Run 1, drive-strength map:
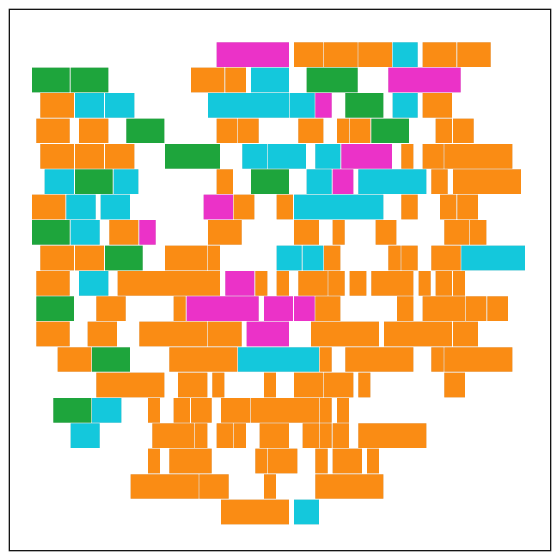
Run 1, clock wiring as the flow saved it:
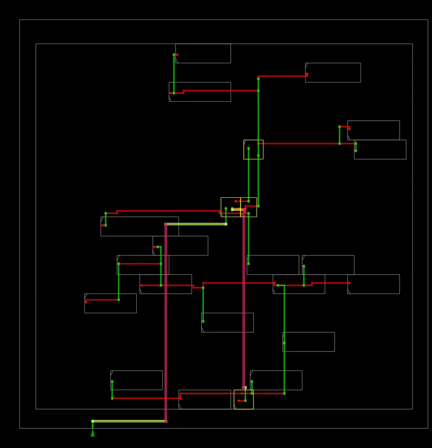
Run 1, logic cells by family:
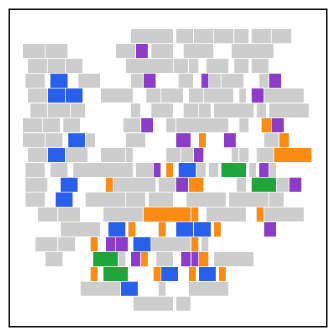
$ cat src/rtl/uart_pkg.sv
// Shared types and helpers for the UART transmit/receive paths.
package uart_pkg;

  typedef enum logic [2:0] {
    IDLE,
    START,
    DATA,
    PARITY,
    STOP
  } tx_state_e;

  localparam int CLKS_PER_BIT_DEF = 434;

  // Counter width able to hold 0..n-1; never narrower than one bit.
  function automatic int cnt_w(input int n);
    return (n < 2) ? 1 : $clog2(n);
  endfunction

endpackage

$ cat src/rtl/baud_tick_gen.sv
// Restartable modulo-CLKS_PER_BIT counter; tick marks the last cycle of each bit period.
module baud_tick_gen
  import uart_pkg::*;
#(
  parameter int CLKS_PER_BIT = CLKS_PER_BIT_DEF
) (
  input  logic clk,
  input  logic rst,
  input  logic restart,
  output logic tick
);

  localparam int CW = cnt_w(CLKS_PER_BIT);
  localparam logic [CW-1:0] LAST = CW'(CLKS_PER_BIT - 1);

  logic [CW-1:0] cnt;

  always_ff @(posedge clk) begin
    if (rst || restart || (cnt == LAST)) cnt <= '0;
    else                                 cnt <= cnt + 1'b1;
  end

  assign tick = (cnt == LAST);

endmodule

$ cat src/rtl/uart_tx_ctrl.sv
// UART transmit frame sequencer: loads/shifts an external right-shift register and drives txd.
module uart_tx_ctrl
  import uart_pkg::*;
#(
  parameter int NBIT         = 8,
  parameter int CLKS_PER_BIT = CLKS_PER_BIT_DEF,
  parameter int PARITY_EN    = 0,
  parameter int PARITY_ODD   = 0,
  parameter int STOP_BITS    = 1
) (
  input  logic            clk,
  input  logic            rst,
  input  logic            tx_valid,
  output logic            tx_ready,
  input  logic [NBIT-1:0] tx_data,
  output logic            sr_clk_en,
  output logic            sr_shift_load_n,
  output logic [NBIT-1:0] sr_d,
  input  logic            sr_q0,
  output logic            txd,
  output logic            busy
);

  localparam int BW = cnt_w(NBIT + 1);
  localparam logic [BW-1:0] LAST_DATA = BW'(NBIT - 1);
  localparam logic [BW-1:0] LAST_STOP = BW'(STOP_BITS - 1);

  if (CLKS_PER_BIT < 2) begin : g_bad_cpb
    $error("uart_tx_ctrl: CLKS_PER_BIT must be at least 2");
  end
  if ((STOP_BITS != 1) && (STOP_BITS != 2)) begin : g_bad_stop
    $error("uart_tx_ctrl: STOP_BITS must be 1 or 2");
  end

  tx_state_e     state;
  logic [BW-1:0] bit_cnt;
  logic          par_bit;
  logic          tick;
  logic          baud_restart;
  logic          load;

  // Reset beats a simultaneous request so the register is never loaded under rst.
  assign load         = (state == IDLE) && tx_valid && tx_ready && !rst;
  assign baud_restart = (state == IDLE);

  baud_tick_gen #(
    .CLKS_PER_BIT(CLKS_PER_BIT)
  ) u_baud (
    .clk    (clk),
    .rst    (rst),
    .restart(baud_restart),
    .tick   (tick)
  );

  always_ff @(posedge clk) begin
    if (rst) begin
      state    <= IDLE;
      bit_cnt  <= '0;
      tx_ready <= 1'b1;
      busy     <= 1'b0;
    end else begin
      case (state)
        IDLE: begin
          if (tx_valid && tx_ready) begin
            state    <= START;
            bit_cnt  <= '0;
            tx_ready <= 1'b0;
            busy     <= 1'b1;
          end
        end
        START: if (tick) state <= DATA;
        DATA: begin
          if (tick) begin
            if (bit_cnt == LAST_DATA) begin
              bit_cnt <= '0;
              state   <= (PARITY_EN != 0) ? PARITY : STOP;
            end else begin
              bit_cnt <= bit_cnt + 1'b1;
            end
          end
        end
        PARITY: if (tick) state <= STOP;
        STOP: begin
          // bit_cnt is reused to count stop-bit periods.
          if (tick) begin
            if (bit_cnt == LAST_STOP) begin
              bit_cnt  <= '0;
              state    <= IDLE;
              tx_ready <= 1'b1;
              busy     <= 1'b0;
            end else begin
              bit_cnt <= bit_cnt + 1'b1;
            end
          end
        end
        default: state <= IDLE;
      endcase
    end
  end

  // Parity is frozen at the handshake so later tx_data changes cannot alter it.
  always_ff @(posedge clk) begin
    if (load) par_bit <= (^tx_data) ^ 1'(PARITY_ODD);
  end

  always_comb begin
    sr_clk_en       = 1'b0;
    sr_shift_load_n = 1'b1;
    sr_d            = '0;
    txd             = 1'b1;
    case (state)
      IDLE: begin
        if (load) begin
          sr_clk_en       = 1'b1;
          sr_shift_load_n = 1'b0;
          sr_d            = tx_data;
        end
      end
      START:  txd = 1'b0;
      DATA: begin
        txd       = sr_q0;
        sr_clk_en = tick && !rst;
      end
      PARITY: txd = par_bit;
      STOP:   txd = 1'b1;
      default: txd = 1'b1;
    endcase
  end

endmodule

$ cat config.mk
export PLATFORM = sky130hd
export DESIGN_NAME = uart_tx_ctrl
export DESIGN_NICKNAME = d
export VERILOG_FILES = /design/src/rtl/uart_pkg.sv /design/src/rtl/baud_tick_gen.sv /design/src/rtl/uart_tx_ctrl.sv
export SDC_FILE = /design/constraint.sdc
export NUM_CORES = 1
export LEC_CHECK = 0
export CAP_MARGIN = 20
export CORE_MARGIN = 2
export CORE_UTILIZATION = 40
export CTS_CLUSTER_DIAMETER = 150
export DETAILED_ROUTE_END_ITERATION = 6
export GPL_TIMING_DRIVEN = 0
export HOLD_SLACK_MARGIN = 0.1
export PLACE_DENSITY = 0.65
export SLEW_MARGIN = 20
export SYNTH_ARGS = -nofsm -noshare
export SYNTH_HDL_FRONTEND = slang
export SYNTH_SLANG_ARGS = --single-unit
$ cat constraint.sdc
create_clock -name clk -period 1.7 [get_ports clk]
set_input_delay 0.425 -clock clk [delete_from_list [all_inputs] [get_ports clk]]
set_output_delay 0.425 -clock clk [all_outputs]
set_load 0.01 [all_outputs]
==> reports/metrics.json, run 1 <==
{
  "floorplanning": {
    "die_height_um": 57.8,
    "ios": 25,
    "die_width_um": 57.8,
    "floorplan_core_area_um2": 2760
  },
  "worst_setup_path": {
    "depth_of_the_most_critical_reg_to_reg_path": 6,
    "crit_fanout": 5,
    "critPathMostFrequentCell": "sky130_fd_sc_hd__buf_6",
    "worst_path_buf_inv": 3
  },
  "worst_hold_path": {
    "worstHoldPathCells": 2
  },
  "layout": {
    "biggestRegsByFlops": "u_baud.cnt: 9 flops, bit_cnt: 4 flops, state: 3 flops",
    "filler_instances": 246,
    "largest_register": "u_baud.cnt",
    "layout_top_cell": "sky130_fd_sc_hd__nor2_1",
    "final_core_util_pct": 58.9
  },
  "status": {
    "outcome": "finished, violations left",
    "failing_checks": "setup timing"
  },
  "job": {
    "max_cap_violations": 0
  },
  "place": {
    "place.port_buffers": 24
  },
  "cts": {
    "ctsRootBufferMaster": "sky130_fd_sc_hd__clkbuf_4",
    "clk_path_buf_depth": 2,
    "cts_max_level": 1
  },
  "logic_synthesis": {
    "flop_cell": "sky130_fd_sc_hd__dfxtp_1",
    "synth_sequential_area_ratio_pct": 33.7,
    "synthDistinctLibCells": 42,
    "count_of_library_flops_with_an_enable_pin": 1,
    "synth.avg_cell_area_um2": 8.78,
    "net_count_entering_floorplan": 148,
    "synth_cells": 132,
    "asyncSetResetFlopFracSynth_pct": 0,
    "synth.cellmix.xorXnorShare_pct": 11.3
  },
  "final_timing": {
    "worst_slack_ps": -509,
    "finalSetupViolCount": 12,
    "maxSlewViolCount": 0
  },
  "routing": {
    "detailroute.wirelength.met2_mm": 1.27,
    "routed_wl_mm": 2.61,
    "drt-met1-wl_mm": 1.12
  },
  "grt": {
    "number_of_global_route_vias_before_repair": 1039,
    "grt_start_max_net_pins": 13
  }
}
Notes on 'drive-strength map' above:
colour	size	cells
cyan	_3 and _4 cells	26
orange	_0 and _1 cells	115
magenta	_2 cells	12
green	_6 and larger	14

Notes on 'clock wiring as the flow saved it' above:
number of buffers created by CTS: 3
clock-net power: 0.000255 W
Clock Latency Late Sink: 310 ps
final setup skew: 2.52 ps
number of sequential storage elements: 19

Notes on 'logic cells by family' above:
colour	family	cells
orange	NOR gates	21
purple	NAND gates	20
blue	XOR/XNOR gates	15
green	adder and majority cells	4

[run 1: metrics by stage]
stage / TNS, ps / hold WS [ps] / instances / cell area, µm² / power, W
after floorplan: -850 / 445 / 132 / 1180 / 0.00124
after CTS: -5260 / 495 / 197 / 1570 / 0.00193
after detailed placement: -13380 / 479 / 187 / 1460 / 0.00157
after global routing: -6080 / 536 / 198 / 1620 / 0.00214
final: -5160 / 488 / 198 / 1620 / 0.00201
after global placement: -12780 / 461 / 187 / 1460 / 0.00154
[run 1: final cells by class]
cell class	instances	area [µm²]	area share (%)
multi-input combinational	100	766	47.1
sequential	19	398	24.5
timing repair buffer	30	293	18.0
buffer	5	48.8	3.00
inverter	8	42.5	2.62
tap	31	38.8	2.39
clock buffer	3	22.5	1.39
timing repair inverter	1	8.76	0.539
clock inverter	1	6.26	0.385
==> run 2, diff against run 1 <==
--- a/config.mk
+++ b/config.mk
@@ -13,6 +13,7 @@
 export GPL_TIMING_DRIVEN = 0
 export HOLD_SLACK_MARGIN = 0.1
 export PLACE_DENSITY = 0.65
+export SKIP_CTS_REPAIR_TIMING = 1
 export SLEW_MARGIN = 20
 export SYNTH_ARGS = -nofsm -noshare
 export SYNTH_HDL_FRONTEND = slang
==> constraint.sdc (replaced) <==
create_clock -name clk -period 1.9 [get_ports clk]
set_input_delay 0.475 -clock clk [delete_from_list [all_inputs] [get_ports clk]]
set_output_delay 0.475 -clock clk [all_outputs]
set_load 0.01 [all_outputs]
==> run 2 against run 1 <==
Effect of this change: the flow still finishes with violations (setup timing); clock-buffer cell count did not move; routed wire length fell by 4.8%; sequential share of layout area increased by 1.1 points; utilization is 3.5 points lower; clock skew grew 1.8 ps; non-clock buffer count shrank 3; via count shrank 4.9%; critical path depth unchanged; total power is 17% lower; cell count down 1.5%; flip-flop count stayed put; largest cell class unchanged; highest routed layer unchanged.
==> reports/metrics.json, run 2 <==
{
  "status": {
    "outcome": "finished, violations left",
    "failing_checks": "setup timing"
  },
  "layout": {
    "filler_instances": {"value": 259, "change": "+5.3%"},
    "final-comb-area": {"value": 727, "unit": "µm²", "change": "-5.1%"},
    "largest_register": "u_baud.cnt",
    "finish.cell_count_without_fillers": {"value": 195, "change": "-1.5%"},
    "final_core_util": {"value": 55.4, "unit": "%", "change": "-3.5 points"},
    "layout_top_cell": "sky130_fd_sc_hd__dfxtp_1",
    "seq_cell_area": {"value": 392, "unit": "µm²", "change": "-1.6%"},
    "final_area": {"value": 1530, "unit": "µm²", "change": "-5.9%"},
    "biggestRegsByFlops": "u_baud.cnt: 9 flops, bit_cnt: 4 flops, state: 3 flops"
  },
  "final_timing": {
    "worst_slack": {"value": -403, "unit": "ps", "change": "+106 ps"},
    "finalSetupTns": {"value": -3850, "unit": "ps", "change": "+1310 ps"},
    "maxSlewViolCount": {"value": 0, "change": "unchanged"},
    "fin_hold_ws": {"value": 500, "unit": "ps", "change": "+12.0 ps"},
    "worst_clock_skew": {"value": 4.30, "unit": "ps", "change": "+1.78 ps"},
    "fin_crit_sh_pct": 121,
    "finalSetupViolCount": {"value": 10, "change": "-2"}
  },
  "grt": {
    "number_of_global_route_vias_before_repair": {"value": 1001, "change": "-3.7%"},
    "grt_start_max_net_pins": {"value": 13, "change": "unchanged"},
    "grt_overflow_total": 0
  },
  "routing": {
    "detailroute.wirelength.met2": {"value": 1.17, "unit": "mm", "change": "-8.0%"},
    "drt-met1-wl": {"value": 1.10, "unit": "mm", "change": "-2.0%"},
    "final_antenna_net_count": 0,
    "routed_wl": {"value": 2.48, "unit": "mm", "change": "-4.8%"}
  },
  "logic_synthesis": {
    "largest_area_cell": "sky130_fd_sc_hd__dfxtp_1",
    "synth.cellmix.xorXnorShare": {"value": 11.3, "unit": "%", "change": "unchanged"},
    "synth.avg_cell_area": {"value": 8.78, "unit": "µm²", "change": "unchanged"},
    "synth_sequential_area_ratio": {"value": 33.7, "unit": "%", "change": "unchanged"},
    "synth-cells-yosys": 132,
    "synthDistinctLibCells": {"value": 42, "change": "unchanged"},
    "yosysMostFrequentCell": "sky130_fd_sc_hd__dfxtp_1",
    "flop_cell": "sky130_fd_sc_hd__dfxtp_1",
    "synth_cells": {"value": 132, "change": "unchanged"},
    "net_count_entering_floorplan": {"value": 148, "change": "unchanged"},
    "count_of_library_flops_with_an_enable_pin": {"value": 1, "change": "unchanged"}
  },
  "worst_setup_path": {
    "worst_path_buf_inv": {"value": 4, "change": "+1"},
    "crit_fanout": {"value": 6, "change": "+1"},
    "critPathMostFrequentCell": "sky130_fd_sc_hd__buf_6",
    "critical_path.startpoint_type": "input port"
  },
  "cts": {
    "clk_pin_slew_worst_paths_ps": 120,
    "ctsRootBufferMaster": "sky130_fd_sc_hd__clkbuf_4",
    "clk_path_buf_depth": {"value": 2, "change": "unchanged"},
    "cts_max_level": {"value": 1, "change": "unchanged"},
    "clock_latency": {"value": 310, "unit": "ps", "change": "about the same"},
    "number_of_buffers_created_by_cts": {"value": 3, "change": "unchanged"}
  },
  "place": {
    "dpl_cell_area": {"value": 1440, "unit": "µm²", "change": "-1.8%"},
    "place.port_buffers": {"value": 24, "change": "unchanged"},
    "number_of_instances_in_the_placed_design": {"value": 187, "change": "unchanged"}
  },
  "job": {
    "max_cap_violations": {"value": 0, "change": "unchanged"}
  },
  "floorplanning": {
    "number_of_core_rows": 19,
    "die_height": {"value": 57.8, "unit": "µm", "change": "unchanged"},
    "floorplan_core_area": {"value": 2760, "unit": "µm²", "change": "unchanged"},
    "die_width": {"value": 57.8, "unit": "µm", "change": "unchanged"}
  },
  "power": {
    "p_seq_share_pct": 31.6,
    "net-switching-power_w": 0.000652,
    "power.clock.total": {"value": 0.000221, "unit": "W", "change": "-13%"},
    "total_power": {"value": 0.00166, "unit": "W", "change": "-17%"}
  }
}
[run 2: cell families (layout without fill, tap and decap cells)]
kind of cell / count (synthesis) / after routing
AND-OR/OR-AND: 21 / 21
XOR/XNOR: 15 / 15
adder cells (fa/ha/maj): 4 / 4
buffers and inverters: 13 / 45
flip-flops: 19 / 19
multiplexers: 2 / 2
AND/OR/NAND/NOR: 58 / 58
[run 2: final timing paths]
check / end / depth (start not counted)
max: sr_d[3] / 6
min: busy / 2
max reg2reg: state[2] / 6
min reg2reg: busy / 2
[run 2: final cells by class]
cell class,instances,area share (%)
repair buffers,27,17.0
well taps,31,2.54
multi-input cells,100,47.6
clock inverters,1,0.491
repair inverters,1,0.409
inverters,8,2.46
clock buffers,3,1.47
flip-flops and latches,19,25.6
plain buffers,5,2.38
Run 2, placement by cell class:
Bar = 20 µm. Fill, decap, tap and diode cells in grey.
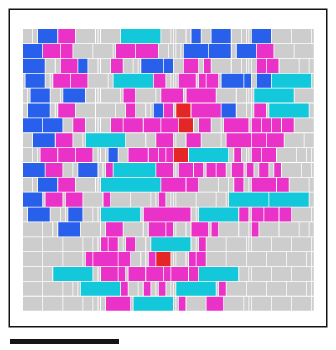
colour	class	cells	share of their area
magenta	combinational and other logic	109	52%
cyan	flops	19	26%
red	clock drivers and dummy loads	4	2.0%
blue	other buffers and delay cells	32	20%

Run 2, drive-strength map:
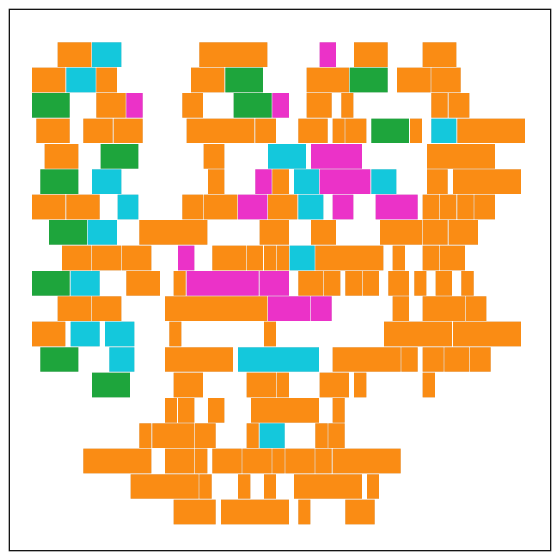
colour	size	cells
cyan	_3 and _4 cells	17
green	_6 and larger	11
orange	_0 and _1 cells	122
magenta	_2 cells	14

Power and IR drop assume default switching activity.
